## config.mk

```make
export PLATFORM = sky130hd
export DESIGN_NAME = qos_vc_buffer_flat
export DESIGN_NICKNAME = d
export VERILOG_FILES = /design/src/rtl/qos_vc_buffer_if.sv /design/src/rtl/qos_vc_buffer.sv /design/src/flat_wrapper.sv
export SDC_FILE = /design/constraint.sdc
export NUM_CORES = 1
export LEC_CHECK = 0
export CAP_MARGIN = 10
export CORE_MARGIN = 2
export CORE_UTILIZATION = 37
export CTS_BUF_LIST = sky130_fd_sc_hd__clkbuf_2 sky130_fd_sc_hd__clkbuf_4 sky130_fd_sc_hd__clkbuf_8
export DETAILED_ROUTE_END_ITERATION = 8
export GPL_TIMING_DRIVEN = 0
export PLACE_DENSITY_LB_ADDON = 0.05
export SETUP_SLACK_MARGIN = 0.15
export SLEW_MARGIN = 40
export SYNTH_ARGS = -nofsm -noshare
export SYNTH_HDL_FRONTEND = slang
export SYNTH_SLANG_ARGS = --single-unit
```

## constraint.sdc

```tcl
create_clock -name clk -period 5.4 [get_ports clk]
set_clock_uncertainty 0.2 [all_clocks]
set_input_delay 1.08 -clock clk [delete_from_list [all_inputs] [get_ports clk]]
set_output_delay 1.08 -clock clk [all_outputs]
set_load 0.01 [all_outputs]
```

## src/rtl/qos_vc_buffer_if.sv

```systemverilog
// rtl/qos_vc_buffer_if.sv - write/drain handshake bundle for the QoS VC buffer
interface qos_vc_buffer_if #(
    parameter int BW = 6
);
    logic          in_wr;
    logic [BW-1:0] in_data;
    logic          out_valid;
    logic          out_ready;
    logic [BW-1:0] out_data;
    logic          pause;

    modport master (
        output in_wr, in_data, out_ready,
        input  out_valid, out_data, pause
    );

    modport slave (
        input  in_wr, in_data, out_ready,
        output out_valid, out_data, pause
    );
endinterface

```

## src/rtl/qos_vc_buffer.sv

```systemverilog
// rtl/qos_vc_buffer.sv - per-VC FIFO buffering stage with threshold flags and condition FSM
// QOS_RR_ARB_EN selects round-robin arbitration; default is strict priority (VC0 highest).
module qos_vc_buffer #(
    parameter  int BW     = 6,
    parameter  int NUM_VC = 2,
    parameter  int DEPTH  = 16,
    localparam int CW     = $clog2(DEPTH) + 1,
    localparam int VCW    = $clog2(NUM_VC)
) (
    input  logic                 clk,
    input  logic                 reset_L,
    input  logic                 init,
    input  logic [NUM_VC*CW-1:0] umbral_high_cfg,
    input  logic [NUM_VC*CW-1:0] umbral_low_cfg,
    qos_vc_buffer_if.slave       bus,
    output logic [NUM_VC-1:0]    vc_empty,
    output logic [NUM_VC-1:0]    vc_almost_full,
    output logic [NUM_VC-1:0]    vc_almost_empty,
    output logic [NUM_VC-1:0]    error_full,
    output logic                 idle_out,
    output logic                 active_out,
    output logic                 error_out
);
    localparam int AW = $clog2(DEPTH);

    typedef enum logic [2:0] {ST_RESET, ST_INIT, ST_IDLE, ST_ACTIVE, ST_ERROR} state_t;
    state_t state, state_nxt;

    logic [BW-1:0]  mem      [NUM_VC][DEPTH];
    logic [AW-1:0]  wr_ptr   [NUM_VC];
    logic [AW-1:0]  rd_ptr   [NUM_VC];
    logic [CW-1:0]  count    [NUM_VC];
    logic [CW-1:0]  high_thr [NUM_VC];
    logic [CW-1:0]  low_thr  [NUM_VC];

    logic [NUM_VC-1:0] nonempty, full, pop, push_sel;
    logic [VCW-1:0]    push_vc, grant;
    logic              push_en, load, overflow, accept, any_nonempty;
    logic              out_valid_q;
    logic [BW-1:0]     out_data_q, head;

    assign push_vc      = bus.in_data[BW-1 -: VCW];
    assign push_en      = bus.in_wr && (state != ST_INIT);
    assign any_nonempty = |nonempty;
    assign load         = (!out_valid_q || bus.out_ready) && any_nonempty && (state != ST_INIT);
    // A full VC still takes a word if the same cycle pops it, so only pop-less pushes overflow.
    assign overflow     = push_en && full[push_vc] && !pop[push_vc];
    assign accept       = push_en && !overflow;
    assign head         = mem[grant][rd_ptr[grant]];

    always_comb begin
        nonempty        = '0;
        full            = '0;
        pop             = '0;
        push_sel        = '0;
        vc_empty        = '0;
        vc_almost_full  = '0;
        vc_almost_empty = '0;
        for (int v = 0; v < NUM_VC; v++) begin
            nonempty[v]        = (count[v] != '0);
            full[v]            = (count[v] == CW'(DEPTH));
            pop[v]             = load && (grant == VCW'(v));
            push_sel[v]        = accept && (push_vc == VCW'(v));
            vc_empty[v]        = (count[v] == '0);
            vc_almost_full[v]  = (count[v] >= high_thr[v]);
            vc_almost_empty[v] = (count[v] <= low_thr[v]);
        end
    end

    assign bus.pause = |vc_almost_full;

`ifdef QOS_RR_ARB_EN
    logic [VCW-1:0] rr_ptr;

    always_comb begin
        logic           found;
        logic [VCW-1:0] idx;
        found = 1'b0;
        grant = '0;
        idx   = '0;
        for (int i = 0; i < NUM_VC; i++) begin
            idx = rr_ptr + VCW'(i);
            if (!found && nonempty[idx]) begin
                found = 1'b1;
                grant = idx;
            end
        end
    end

    always_ff @(posedge clk or negedge reset_L) begin
        if (!reset_L)
            rr_ptr <= '0;
        else if (load)
            rr_ptr <= grant + VCW'(1);
    end
`else
    always_comb begin
        grant = '0;
        for (int i = NUM_VC - 1; i >= 0; i--) begin
            if (nonempty[i])
                grant = VCW'(i);
        end
    end
`endif

    always_ff @(posedge clk) begin
        if (accept)
            mem[push_vc][wr_ptr[push_vc]] <= bus.in_data;
    end

    always_ff @(posedge clk or negedge reset_L) begin
        if (!reset_L) begin
            for (int v = 0; v < NUM_VC; v++) begin
                count[v]  <= '0;
                wr_ptr[v] <= '0;
                rd_ptr[v] <= '0;
            end
        end else begin
            for (int v = 0; v < NUM_VC; v++) begin
                if (push_sel[v] && !pop[v])
                    count[v] <= count[v] + CW'(1);
                else if (!push_sel[v] && pop[v])
                    count[v] <= count[v] - CW'(1);
                if (push_sel[v])
                    wr_ptr[v] <= wr_ptr[v] + AW'(1);
                if (pop[v])
                    rd_ptr[v] <= rd_ptr[v] + AW'(1);
            end
        end
    end

    always_ff @(posedge clk or negedge reset_L) begin
        if (!reset_L) begin
            for (int v = 0; v < NUM_VC; v++) begin
                high_thr[v] <= CW'(DEPTH - 1);
                low_thr[v]  <= CW'(1);
            end
        end else if (state == ST_INIT) begin
            for (int v = 0; v < NUM_VC; v++) begin
                high_thr[v] <= umbral_high_cfg[v*CW +: CW];
                low_thr[v]  <= umbral_low_cfg[v*CW +: CW];
            end
        end
    end

    always_ff @(posedge clk or negedge reset_L) begin
        if (!reset_L) begin
            out_valid_q <= 1'b0;
            out_data_q  <= '0;
        end else if (load) begin
            out_valid_q <= 1'b1;
            out_data_q  <= head;
        end else if (bus.out_ready) begin
            out_valid_q <= 1'b0;
        end
    end

    assign bus.out_valid = out_valid_q;
    assign bus.out_data  = out_data_q;

    always_ff @(posedge clk or negedge reset_L) begin
        if (!reset_L)
            error_full <= '0;
        else if (state_nxt == ST_INIT)
            error_full <= '0;
        else if (overflow)
            error_full[push_vc] <= 1'b1;
    end

    always_ff @(posedge clk or negedge reset_L) begin
        if (!reset_L)
            state <= ST_RESET;
        else
            state <= state_nxt;
    end

    always_comb begin
        state_nxt = state;
        case (state)
            ST_RESET:  state_nxt = ST_INIT;
            ST_INIT:   if (!init) state_nxt = ST_IDLE;
            ST_IDLE: begin
                if (overflow)
                    state_nxt = ST_ERROR;
                else if (any_nonempty || out_valid_q)
                    state_nxt = ST_ACTIVE;
            end
            ST_ACTIVE: begin
                if (overflow)
                    state_nxt = ST_ERROR;
                else if (!any_nonempty && !out_valid_q)
                    state_nxt = ST_IDLE;
            end
            ST_ERROR:  state_nxt = ST_ERROR;
            default:   state_nxt = ST_RESET;
        endcase
        if (init && state != ST_RESET)
            state_nxt = ST_INIT;
    end

    assign idle_out   = (state == ST_IDLE);
    assign active_out = (state == ST_ACTIVE);
    assign error_out  = (state == ST_ERROR);
endmodule
```

## src/flat_wrapper.sv

```systemverilog
// flat-port wrapper written by rule: the top's interface ports become plain ports
module qos_vc_buffer_flat 
#(
    parameter  int BW     = 6,
    parameter  int NUM_VC = 2,
    parameter  int DEPTH  = 16,
    localparam int CW     = $clog2(DEPTH) + 1,
    localparam int VCW    = $clog2(NUM_VC)
)
  (clk, reset_L, init, umbral_high_cfg, umbral_low_cfg, vc_empty, vc_almost_full, vc_almost_empty, error_full, idle_out, active_out, error_out, bus_in_wr, bus_in_data, bus_out_ready, bus_out_valid, bus_out_data, bus_pause);
  qos_vc_buffer_if #(.BW(BW)) bus_i ();
  input  logic clk;
  input  logic reset_L;
  input  logic init;
  input  logic [NUM_VC*CW-1:0] umbral_high_cfg;
  input  logic [NUM_VC*CW-1:0] umbral_low_cfg;
  output logic [NUM_VC-1:0] vc_empty;
  output logic [NUM_VC-1:0] vc_almost_full;
  output logic [NUM_VC-1:0] vc_almost_empty;
  output logic [NUM_VC-1:0] error_full;
  output logic idle_out;
  output logic active_out;
  output logic error_out;
  input wire logic [$bits(bus_i.in_wr)-1:0] bus_in_wr;
  input wire logic [$bits(bus_i.in_data)-1:0] bus_in_data;
  input wire logic [$bits(bus_i.out_ready)-1:0] bus_out_ready;
  output wire logic [$bits(bus_i.out_valid)-1:0] bus_out_valid;
  output wire logic [$bits(bus_i.out_data)-1:0] bus_out_data;
  output wire logic [$bits(bus_i.pause)-1:0] bus_pause;
  assign bus_i.in_wr = bus_in_wr;
  assign bus_i.in_data = bus_in_data;
  assign bus_i.out_ready = bus_out_ready;
  assign bus_out_valid = bus_i.out_valid;
  assign bus_out_data = bus_i.out_data;
  assign bus_pause = bus_i.pause;
  qos_vc_buffer #(.BW(BW), .NUM_VC(NUM_VC), .DEPTH(DEPTH)) u_core (.clk(clk), .reset_L(reset_L), .init(init), .umbral_high_cfg(umbral_high_cfg), .umbral_low_cfg(umbral_low_cfg), .bus(bus_i), .vc_empty(vc_empty), .vc_almost_full(vc_almost_full), .vc_almost_empty(vc_almost_empty), .error_full(error_full), .idle_out(idle_out), .active_out(active_out), .error_out(error_out));
endmodule
```

**Where the registers sit**

(2 px per um) Other sequential cells in the stronger grey, the rest of the logic in the fainter grey.
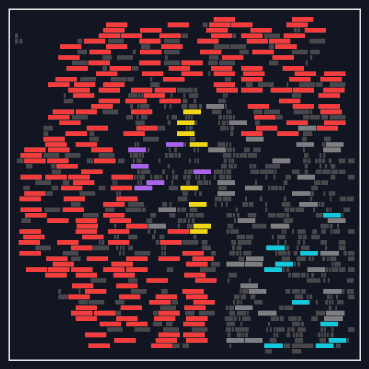
| netlist name | colour | placed flops | where |
|---|---|---|---|
| u_core.low_thr | cyan | 10 | lower right |
| u_core.bus.out_data | purple | 6 | centre |
| u_core.rd_ptr | yellow | 8 | centre |
| u_core.mem | red | 192 | widely spread |
Register Area: 0.007229 mm^2
Flop+latch power: 2.49 mW
share of the core filled with cells in the final layout: 43.75%
share of the final layout cell area in sequential cells: 57.57%

**Supply network**

(2 px per um) Pins as bars on the die edge.
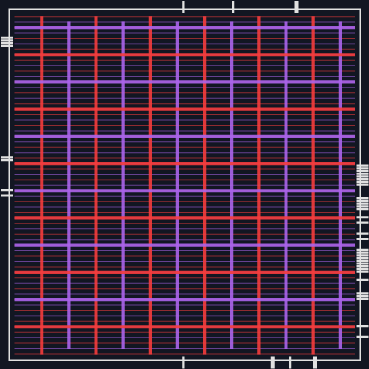
| net | colour |
|---|---|
| VSS | red |
| VDD | purple |
met5 straps: 12
rows: 62
signal pins: 50
met1 rails: 63
Worst VDD drop: 190.7 uV
overall die height: 174.7 um
core region area: 0.02870 mm^2
die width: 174.7 um

**Cell density map**

(2 px per um) The die is cut into 17 by 17 equal tiles; black is low, pale yellow is high, 0 to 100% covered.
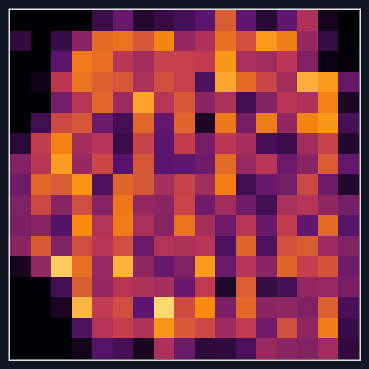
mean over tiles: 40%
nearly empty tiles: 8.3%
tiles over 75% full: 5.2%
fullest tile: 92%
Core Density at Floorplan: 37.56%

**Clock wiring as the flow saved it**

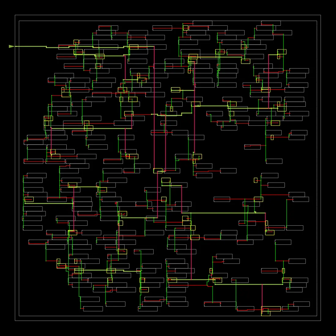
sequential cells: 250
insertion delay at the late pin of the worst-skew pair: 0.54 ns
number of sinks on the clock net: 250
Num CTS Buffers: 43

**Metal 2**

(2 px per um)
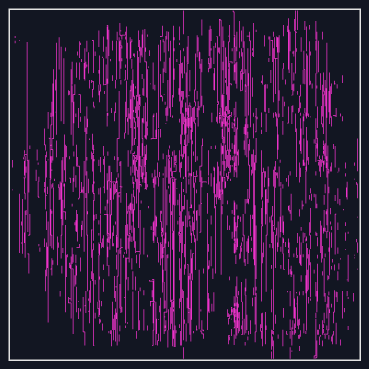
longest straight run: 84.7 um
nets with wire on the layer: 732
share of all routed wire: 47%
wire length on this layer: 11700 um
vias: 6028
met2 track utilization from global routing: 27.14%
Total Wirelength: 24.78 mm

==> qor_table.md <==
| Quantity | This run |
|---|---|
| Routability cong. | 0.7592 |
| Timing startpoint of the critical path | u_core.count[0] |
| Number of flip-flops and latches in the synthesized netlist | 250 |
| Cell leakage power | 4.468 nW |
| Number of nets with antenna violations after routing | 0 |
| Result of the run | finished clean |
| Setup slack after layout | 1.095 ns |
| Number of antenna violations at the first check in global routing | 1 |
| Areal power density over the cells | 479.0 mW/mm^2 |
| IO Pins | 50 |
| Clkbuf count | 56 |
| Min Hold Slack | 0.2497 ns |
| Switching part of the total | 32.24% |
| Die Size | 0.03052 mm^2 |
| Fill count | 2585 |
| Grt ovf | 0 |
| Required time of the worst setup path | 4.12 ns |
| Most frequent cells in the layout | 192 x edfxtp_1, 70 x nand2_1, 55 x nor2_1 |
| Count of cells along the worst register-to-register path | 7 |
| Top logic cell family in the synthesized netlist | multiplexers |
| Flop pwr share | 41.3% |
| Fraction of layout instances using a drive strength above 1 | 20.44% |
| Clock network power | 1.63 mW |
| Clock tree from TritonCTS | done |
| Cell Count, Final, Fillers Out | 1196 |
| Max-cap violation count | 0 |
| Startpoint types | register |
| Cell area after synthesis | 0.01078 mm^2 |
| Placement-stage worst setup slack | 1.074 ns |
| Maximum clock path buffer count | 3 |
| Largest type area fraction | 53.48% |
| Number of instances in the synthesized netlist | 686 |
| Number of warnings in the stage logs | 26 |
| Power drawn by the combinational cells | 1.89 mW |
| Top cells by area | edfxtp_1 53%, dfrtp_1 11%, mux4_2 10% |
| NumNets Final | 846 |
| Buffering stage count on the worst path with inverters included | 2 |
| Maximum number of pins on one net before global-route repair | 35 |
| Crit path kind | register to primary output |
| Buffer count excluding the clock tree in the final layout | 76 |
| Antenna diode count | 0 |
| Non-Clock Buffer Area Fraction | 4.863% |
| Worst path depth | 9 |
==> through the flow <==
step	util, %	cell area, um^2
after floorplan	-	10780
after global placement	40.94	11750
after detailed placement	40.92	11750
after CTS	43.74	12560
after global routing	43.75	12560
final	43.75	12560
==> routing by layer <==
| metal | wire length (um) | vias to the layer above | GRT usage, % |
|---|---|---|---|
| li1 | - | 2778 | - |
| met3 | 1062 | 37 | 3.133 |
| met2 | 11710 | 140 | 27.14 |
| met4 | 396 | 0 | 4.167 |
| met5 | 0 | - | 0 |
| met1 | 11620 | 3073 | 23.65 |
==> sequential cells by signal, indices dropped and copies added (netlist names) <==
register              count
u_core.mem              192
u_core.count             10
u_core.high_thr          10
u_core.low_thr           10
u_core.rd_ptr             8
u_core.wr_ptr             8
u_core.bus.out_data       6
u_core.state              3
u_core.error_full         2
u_core.bus.out_valid      1
Power is estimated from default activity; no workload was simulated.
